**Placement view**

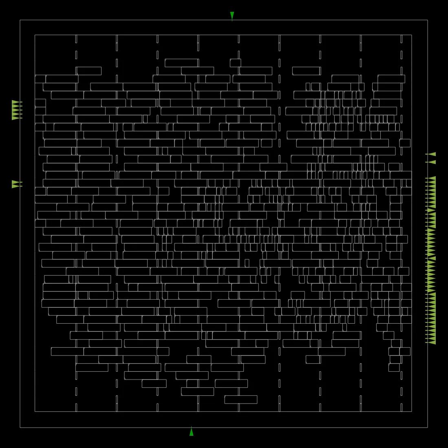
**Gate families picked out**

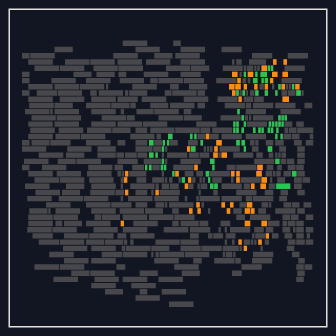
**M2 wires**

Cells faint in the background.
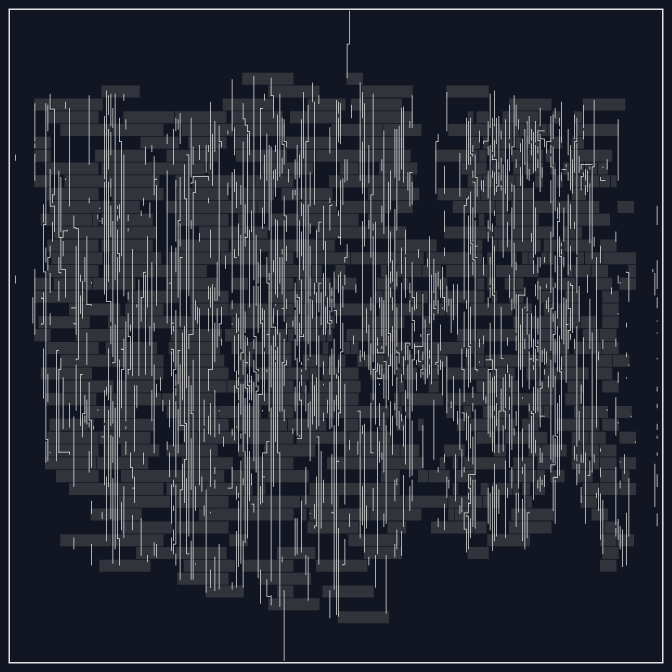
**Placement by cell class**

The bar under the picture is 50 um long.
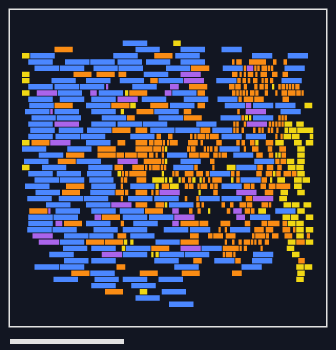
`src/rtl/lfsr_pkg.sv`:
```
// Shared MMIO map and register bit positions for the LFSR block family.
package lfsr_pkg;

  // Existing LFSR stage registers and the sample-FIFO registers.
  localparam logic [15:0] POLY_ADDR      = 16'h0010;
  localparam logic [15:0] SEED_ADDR      = 16'h0012;
  localparam logic [15:0] CTRL_ADDR      = 16'h0014;
  localparam logic [15:0] DECIM_ADDR     = 16'h0016;
  localparam logic [15:0] FIFO_DATA_ADDR = 16'h0018;
  localparam logic [15:0] STATUS_ADDR    = 16'h001A;
  localparam logic [15:0] CLEAR_ADDR     = 16'h001C;

  // STATUS fields follow the count field, so positions are offsets from AW.
  localparam int ST_COUNT_LSB = 0;
  localparam int ST_EMPTY_OFS = 1;
  localparam int ST_FULL_OFS  = 2;
  localparam int ST_OVF_OFS   = 3;
  localparam int ST_UDF_OFS   = 4;

  // CLEAR write-data bits.
  localparam int CLR_FLUSH_BIT = 0;
  localparam int CLR_OVF_BIT   = 1;
  localparam int CLR_UDF_BIT   = 2;

endpackage

```
`src/rtl/lfsr_sample_fifo_if.sv`:
```
// Sample input, MMIO bus and FIFO status signals of the sample FIFO.
interface lfsr_sample_fifo_if #(
  parameter int n     = 8,
  parameter int DEPTH = 16
);
  localparam int AW = $clog2(DEPTH);

  logic [n-1:0]  q_in;
  logic          q_valid;
  logic          W;
  logic          R;
  logic [15:0]   A;
  logic [n-1:0]  D;
  logic [n-1:0]  rd_data;
  logic          rd_valid;
  logic          empty;
  logic          full;
  logic [AW:0]   count;

  modport master (
    output q_in, q_valid, W, R, A, D,
    input  rd_data, rd_valid, empty, full, count
  );

  modport slave (
    input  q_in, q_valid, W, R, A, D,
    output rd_data, rd_valid, empty, full, count
  );
endinterface

```
`src/rtl/sync_fifo.sv`:
```
// Synchronous FIFO; occupancy is tracked by a counter so full/empty never
// depend on pointer comparison. Flush beats push and pop.
module sync_fifo #(
  parameter int n     = 8,
  parameter int DEPTH = 16,
  localparam int AW   = $clog2(DEPTH),
  localparam int CW   = AW + 1
) (
  input  logic          clock,
  input  logic          reset,
  input  logic          push,
  input  logic          pop,
  input  logic          flush,
  input  logic [n-1:0]  wdata,
  output logic [n-1:0]  rdata,
  output logic [AW:0]   count,
  output logic          full,
  output logic          empty
);
  localparam logic [AW:0] FULL_CNT = CW'(DEPTH);

  logic [n-1:0]  mem [DEPTH];
  logic [AW-1:0] wptr, rptr;
  logic          push_ok, pop_ok;

  assign empty   = (count == '0);
  assign full    = (count == FULL_CNT);
  // A pop in the same cycle frees the slot the push needs.
  assign pop_ok  = pop  && !flush && !empty;
  assign push_ok = push && !flush && (!full || pop_ok);
  assign rdata   = mem[rptr];

  // Storage write; the entry is visible to a pop on the following cycle.
  always_ff @(posedge clock)
    if (push_ok) mem[wptr] <= wdata;

  // Pointers wrap naturally at the power-of-two depth.
  always_ff @(posedge clock or negedge reset)
    if (!reset) begin
      wptr  <= '0;
      rptr  <= '0;
      count <= '0;
    end else if (flush) begin
      wptr  <= '0;
      rptr  <= '0;
      count <= '0;
    end else begin
      if (push_ok) wptr <= wptr + AW'(1);
      if (pop_ok)  rptr <= rptr + AW'(1);
      count <= count + CW'(push_ok) - CW'(pop_ok);
    end
endmodule

```
`src/rtl/lfsr_sample_fifo.sv`:
```
// Decimating sampler of the LFSR output feeding a FIFO, drained over MMIO.
module lfsr_sample_fifo
  import lfsr_pkg::*;
#(
  parameter int n     = 8,
  parameter int DEPTH = 16
) (
  input logic               clock,
  input logic               reset,
  lfsr_sample_fifo_if.slave bus
);
  localparam int AW      = $clog2(DEPTH);
  localparam bit UDF_VIS = (AW + ST_UDF_OFS) < n;
  localparam int UDF_IDX = UDF_VIS ? AW + ST_UDF_OFS : 0;

  logic [n-1:0]  decim, dcnt;
  logic          overflow, underflow;
  logic          wr, rd, dec_wr, clr_wr, flush;
  logic          accept, pop_req, pop_hit, ovf_set, udf_set;
  logic [n-1:0]  f_rdata, status, rd_mux;
  logic [AW:0]   f_count;
  logic          f_full, f_empty;

  // A simultaneous write wins; the read strobe is dropped.
  assign wr      = bus.W;
  assign rd      = bus.R && !bus.W;
  assign dec_wr  = wr && (bus.A == DECIM_ADDR);
  assign clr_wr  = wr && (bus.A == CLEAR_ADDR);
  assign flush   = clr_wr && bus.D[CLR_FLUSH_BIT];
  assign accept  = bus.q_valid && (dcnt == '0);
  assign pop_req = rd && (bus.A == FIFO_DATA_ADDR);
  assign pop_hit = pop_req && !flush && !f_empty;
  assign ovf_set = accept && !flush && f_full && !pop_hit;
  assign udf_set = pop_req && !flush && f_empty;

  sync_fifo #(.n(n), .DEPTH(DEPTH)) u_fifo (
    .clock (clock),
    .reset (reset),
    .push  (accept),
    .pop   (pop_req),
    .flush (flush),
    .wdata (bus.q_in),
    .rdata (f_rdata),
    .count (f_count),
    .full  (f_full),
    .empty (f_empty)
  );

  // Decimation: keep one of every decim+1 valid samples; a DECIM write
  // rearms so the next valid sample is taken.
  always_ff @(posedge clock or negedge reset)
    if (!reset) begin
      decim <= '0;
      dcnt  <= '0;
    end else if (dec_wr) begin
      decim <= bus.D;
      dcnt  <= '0;
    end else if (bus.q_valid) begin
      dcnt  <= (dcnt == '0) ? decim : dcnt - n'(1);
    end

  // Sticky error flags; a new event in the clearing cycle stays set.
  always_ff @(posedge clock or negedge reset)
    if (!reset) begin
      overflow  <= 1'b0;
      underflow <= 1'b0;
    end else begin
      overflow  <= (overflow  && !(clr_wr && bus.D[CLR_OVF_BIT])) || ovf_set;
      underflow <= (underflow && !(clr_wr && bus.D[CLR_UDF_BIT])) || udf_set;
    end

  // STATUS word assembly.
  always_comb begin
    status                   = '0;
    status[AW:ST_COUNT_LSB]  = f_count;
    status[AW + ST_EMPTY_OFS] = f_empty;
    status[AW + ST_FULL_OFS]  = f_full;
    status[AW + ST_OVF_OFS]   = overflow;
    if (UDF_VIS) status[UDF_IDX] = underflow;
  end

  // Read-data select; empty or flushed pops and unmapped reads return 0.
  always_comb begin
    rd_mux = '0;
    case (bus.A)
      DECIM_ADDR:     rd_mux = decim;
      FIFO_DATA_ADDR: rd_mux = pop_hit ? f_rdata : '0;
      STATUS_ADDR:    rd_mux = status;
      default:        rd_mux = '0;
    endcase
  end

  // Registered read response, one cycle after the strobe.
  always_ff @(posedge clock or negedge reset)
    if (!reset) begin
      bus.rd_data  <= '0;
      bus.rd_valid <= 1'b0;
    end else begin
      bus.rd_valid <= rd;
      if (rd) bus.rd_data <= rd_mux;
    end

  assign bus.count = f_count;
  assign bus.full  = f_full;
  assign bus.empty = f_empty;
endmodule

```
`src/flat_wrapper.sv`:
```
// flat-port wrapper written by rule: the top's interface ports become plain ports
module lfsr_sample_fifo_flat import lfsr_pkg::*;
#(
  parameter int n     = 8,
  parameter int DEPTH = 16
)
  (clock, reset, bus_q_in, bus_q_valid, bus_W, bus_R, bus_A, bus_D, bus_rd_data, bus_rd_valid, bus_empty, bus_full, bus_count);
  lfsr_sample_fifo_if #(.n(n), .DEPTH(DEPTH)) bus_i ();
  input logic clock;
  input logic reset;
  input wire logic [$bits(bus_i.q_in)-1:0] bus_q_in;
  input wire logic [$bits(bus_i.q_valid)-1:0] bus_q_valid;
  input wire logic [$bits(bus_i.W)-1:0] bus_W;
  input wire logic [$bits(bus_i.R)-1:0] bus_R;
  input wire logic [$bits(bus_i.A)-1:0] bus_A;
  input wire logic [$bits(bus_i.D)-1:0] bus_D;
  output wire logic [$bits(bus_i.rd_data)-1:0] bus_rd_data;
  output wire logic [$bits(bus_i.rd_valid)-1:0] bus_rd_valid;
  output wire logic [$bits(bus_i.empty)-1:0] bus_empty;
  output wire logic [$bits(bus_i.full)-1:0] bus_full;
  output wire logic [$bits(bus_i.count)-1:0] bus_count;
  assign bus_i.q_in = bus_q_in;
  assign bus_i.q_valid = bus_q_valid;
  assign bus_i.W = bus_W;
  assign bus_i.R = bus_R;
  assign bus_i.A = bus_A;
  assign bus_i.D = bus_D;
  assign bus_rd_data = bus_i.rd_data;
  assign bus_rd_valid = bus_i.rd_valid;
  assign bus_empty = bus_i.empty;
  assign bus_full = bus_i.full;
  assign bus_count = bus_i.count;
  lfsr_sample_fifo #(.n(n), .DEPTH(DEPTH)) u_core (.clock(clock), .reset(reset), .bus(bus_i));
endmodule
```
`config.mk`:
```
export PLATFORM = sky130hd
export DESIGN_NAME = lfsr_sample_fifo_flat
export DESIGN_NICKNAME = d
export VERILOG_FILES = /design/src/rtl/lfsr_pkg.sv /design/src/rtl/lfsr_sample_fifo_if.sv /design/src/rtl/sync_fifo.sv /design/src/rtl/lfsr_sample_fifo.sv /design/src/flat_wrapper.sv
export SDC_FILE = /design/constraint.sdc
export NUM_CORES = 1
export LEC_CHECK = 0
export CAP_MARGIN = 20
export CORE_MARGIN = 5
export CORE_UTILIZATION = 45
export CTS_CLUSTER_SIZE = 24
export DETAILED_ROUTE_END_ITERATION = 10
export GPL_TIMING_DRIVEN = 0
export PLACE_DENSITY = 0.69
export SLEW_MARGIN = 20
export SYNTH_ARGS = -nofsm -noshare
export SYNTH_HDL_FRONTEND = slang
export SYNTH_SLANG_ARGS = --single-unit
```
`constraint.sdc`:
```
create_clock -name clock -period 6.15 [get_ports clock]
set_input_delay 1.23 -clock clock [delete_from_list [all_inputs] [get_ports clock]]
set_output_delay 1.23 -clock clock [all_outputs]
set_load 0.03 [all_outputs]
```
==> summary.txt <==
Physical implementation status

Synthesis inferred 167 register bits. The layout report lists the multi-input gate area as 2490 um2. The switching part of the total power stands at 28.2%.

Once routing completed, OpenROAD measured the worst setup slack at 1.75 ns. The Yosys step of the flow raised 0 warnings. The dominant power group in this design is registers. The per-cell via count in the routed design stands at 5.56. The highest supply drop recorded on VDD is ~280 uV.

According to the timing report, the data required time at the worst endpoint equals about 6.5 ns. The number of buffers created by CTS stands at 17. The internal power of the cells totals 2.03 mW. The number of inverters outside the clock class in the layout stands at 14.

The switching component of the power was reported as about 0.8 mW. The final antenna diode tally reported by the flow is 0. Per the synthesis report, the simple-gate share of the synthesized area is 10.9%. The number of synthesized flops with an enable pin stands at 128. The power density normalized to cell area stands at 316 nW/um2. The count of non-CTS buffers in the layout stands at 88. The count of clock buffers in the final design stands at 19. The sum of net half-perimeters after detailed placement stands at roughly 11 mm. For the clock group, total power comes out at 1.04 mW. The global-route total usage across every layer stands at 17.7%. The register with the most flip-flops in the final layout is u_core.u_fifo.mem.

The leakage component of the power was reported as 3.09 nW. The post-detailed-route DRC marker count stands at 0. The tightest min-delay check is of the flip-flop to flip-flop type. The area growth from synthesis to layout is 20.4%.

The number of antenna violations at the first check in global routing is 0. The worst setup path is launched from an input port. The registers of the reported paths see a clock transition of 0.07 ns. Hold is met by 0.496 ns.

The setup slack of the worst register-to-register path stands at approximately 2.3 ns. The number of library cell types mapped by synthesis stands at ~56. The residual antenna-violating net count after detailed routing stands at 0. The final critical-path required period stands at approximately 4.4 ns. In the final report, the number of endpoints failing setup comes to 0. The first global-routing pass estimated 25.8 mm of wire. The flow ran to the end, and the final reports show no timing, DRC or antenna violations. Looking at the cell usage after synthesis, the top flip-flop cell is edfxtp_1. The number of nets in the synthesized netlist is 540. Setup repair after global routing left no endpoint under its margin.
-- 'placement view' (at the start) --
area of the placeable core: 16,300 um2
Post-Route Utilization: 54.6%
Seq area share: 54.0%

-- 'gate families picked out' (at the start) --
- green: NAND gates (cells 71)
- orange: inverting AOI/OAI gates (cells 57)
most common logic cell in the routed design: edfxtp_1
fraction of area in multi-input gates: 27.9%
final std cells w/o fill: 801

-- 'M2 wires' (at the start) --
- nets with wire on the layer: 535
- share of all routed wire: 49%
- main direction: vertical
- longest straight run: 59.7 um
- wire length on this layer: 8,130 um
Via Count: 4,455
global-route track usage on met2: 28.4%
final wirelength: 16.6 mm

-- 'placement by cell class' (at the start) --
- blue: flip-flops (cells 167; share of their area 56%)
- purple: clock drivers and dummy loads (cells 32; share of their area 6.6%)
- orange: all other logic (cells 294; share of their area 29%)
- yellow: other buffers and delay cells (cells 88; share of their area 8.3%)
final instance area: 8920 um2
FP Rows: 47

layer usage:
metal	GRT usage, %	part of all wire, %	wire [um]	up-vias
li1	-	-	-	2045
met1	23.5	43	7220	2240
met2	28.4	49	8130	145
met3	4.77	5.8	967	25
met4	6.24	1.9	324	0
met5	0	0	0	-
cells in the mapped netlist (2+ instances only):
cell      count  share of area (%)
mux2i_1      11                1.5
mux2_2        8                1.2
and3_1        4               0.34
ha_1         13                2.2
a211oi_1      5               0.51
nand4_1       3               0.25
xor2_1        3               0.35
and2_1        3               0.25
o21ai_1       2               0.14
or3_1         2               0.17
edfxtp_1    128                 52
nor3_1        6               0.41
a22o_1        8               0.95
a22oi_1      10                1.0
dfrtp_1      39                 13
xnor2_1       2               0.24
o21ai_0      17                1.1
nand2_1      50                2.5
nand2b_1      6               0.51
buf_2         7               0.47
buf_6         3               0.46
and4b_1       3               0.41
a21oi_1      18                1.2
nor2_1       25                1.3
nor2b_1       3               0.25
clkbuf_1     16               0.81
mux4_2       32                9.7
nand3_1       9               0.61
nor4_2        6                1.0
nor4b_1       8               0.95
inv_1        14               0.71
worst max-delay path by stage:
stage                    from                      end  slack (ns)  cells after the start
finish              bus_A[11]   u_core.u_fifo.count[4]        1.75                     17
floorplan           bus_A[11]   u_core.u_fifo.count[4]        2.03                     16
CTS                 bus_A[11]   u_core.u_fifo.count[4]        1.75                     17
detailed placement  bus_A[11]   u_core.u_fifo.count[4]        1.34                     17
global route        bus_A[11]   u_core.u_fifo.count[4]        1.56                     17
global placement    bus_A[11]  u_core.u_fifo.mem[5][7]        1.01                      7
worst max-delay path: cells and delay by family:
kind | cells | cell delay (ns)
AND/OR/NAND/NOR | 7 | 1.90
buffers and inverters | 5 | 0.70
adder cells (fa/ha/maj) | 3 | 0.67
AND-OR/OR-AND | 2 | 0.26
Power figures rest on the tool's default switching activity, not on a simulated workload.
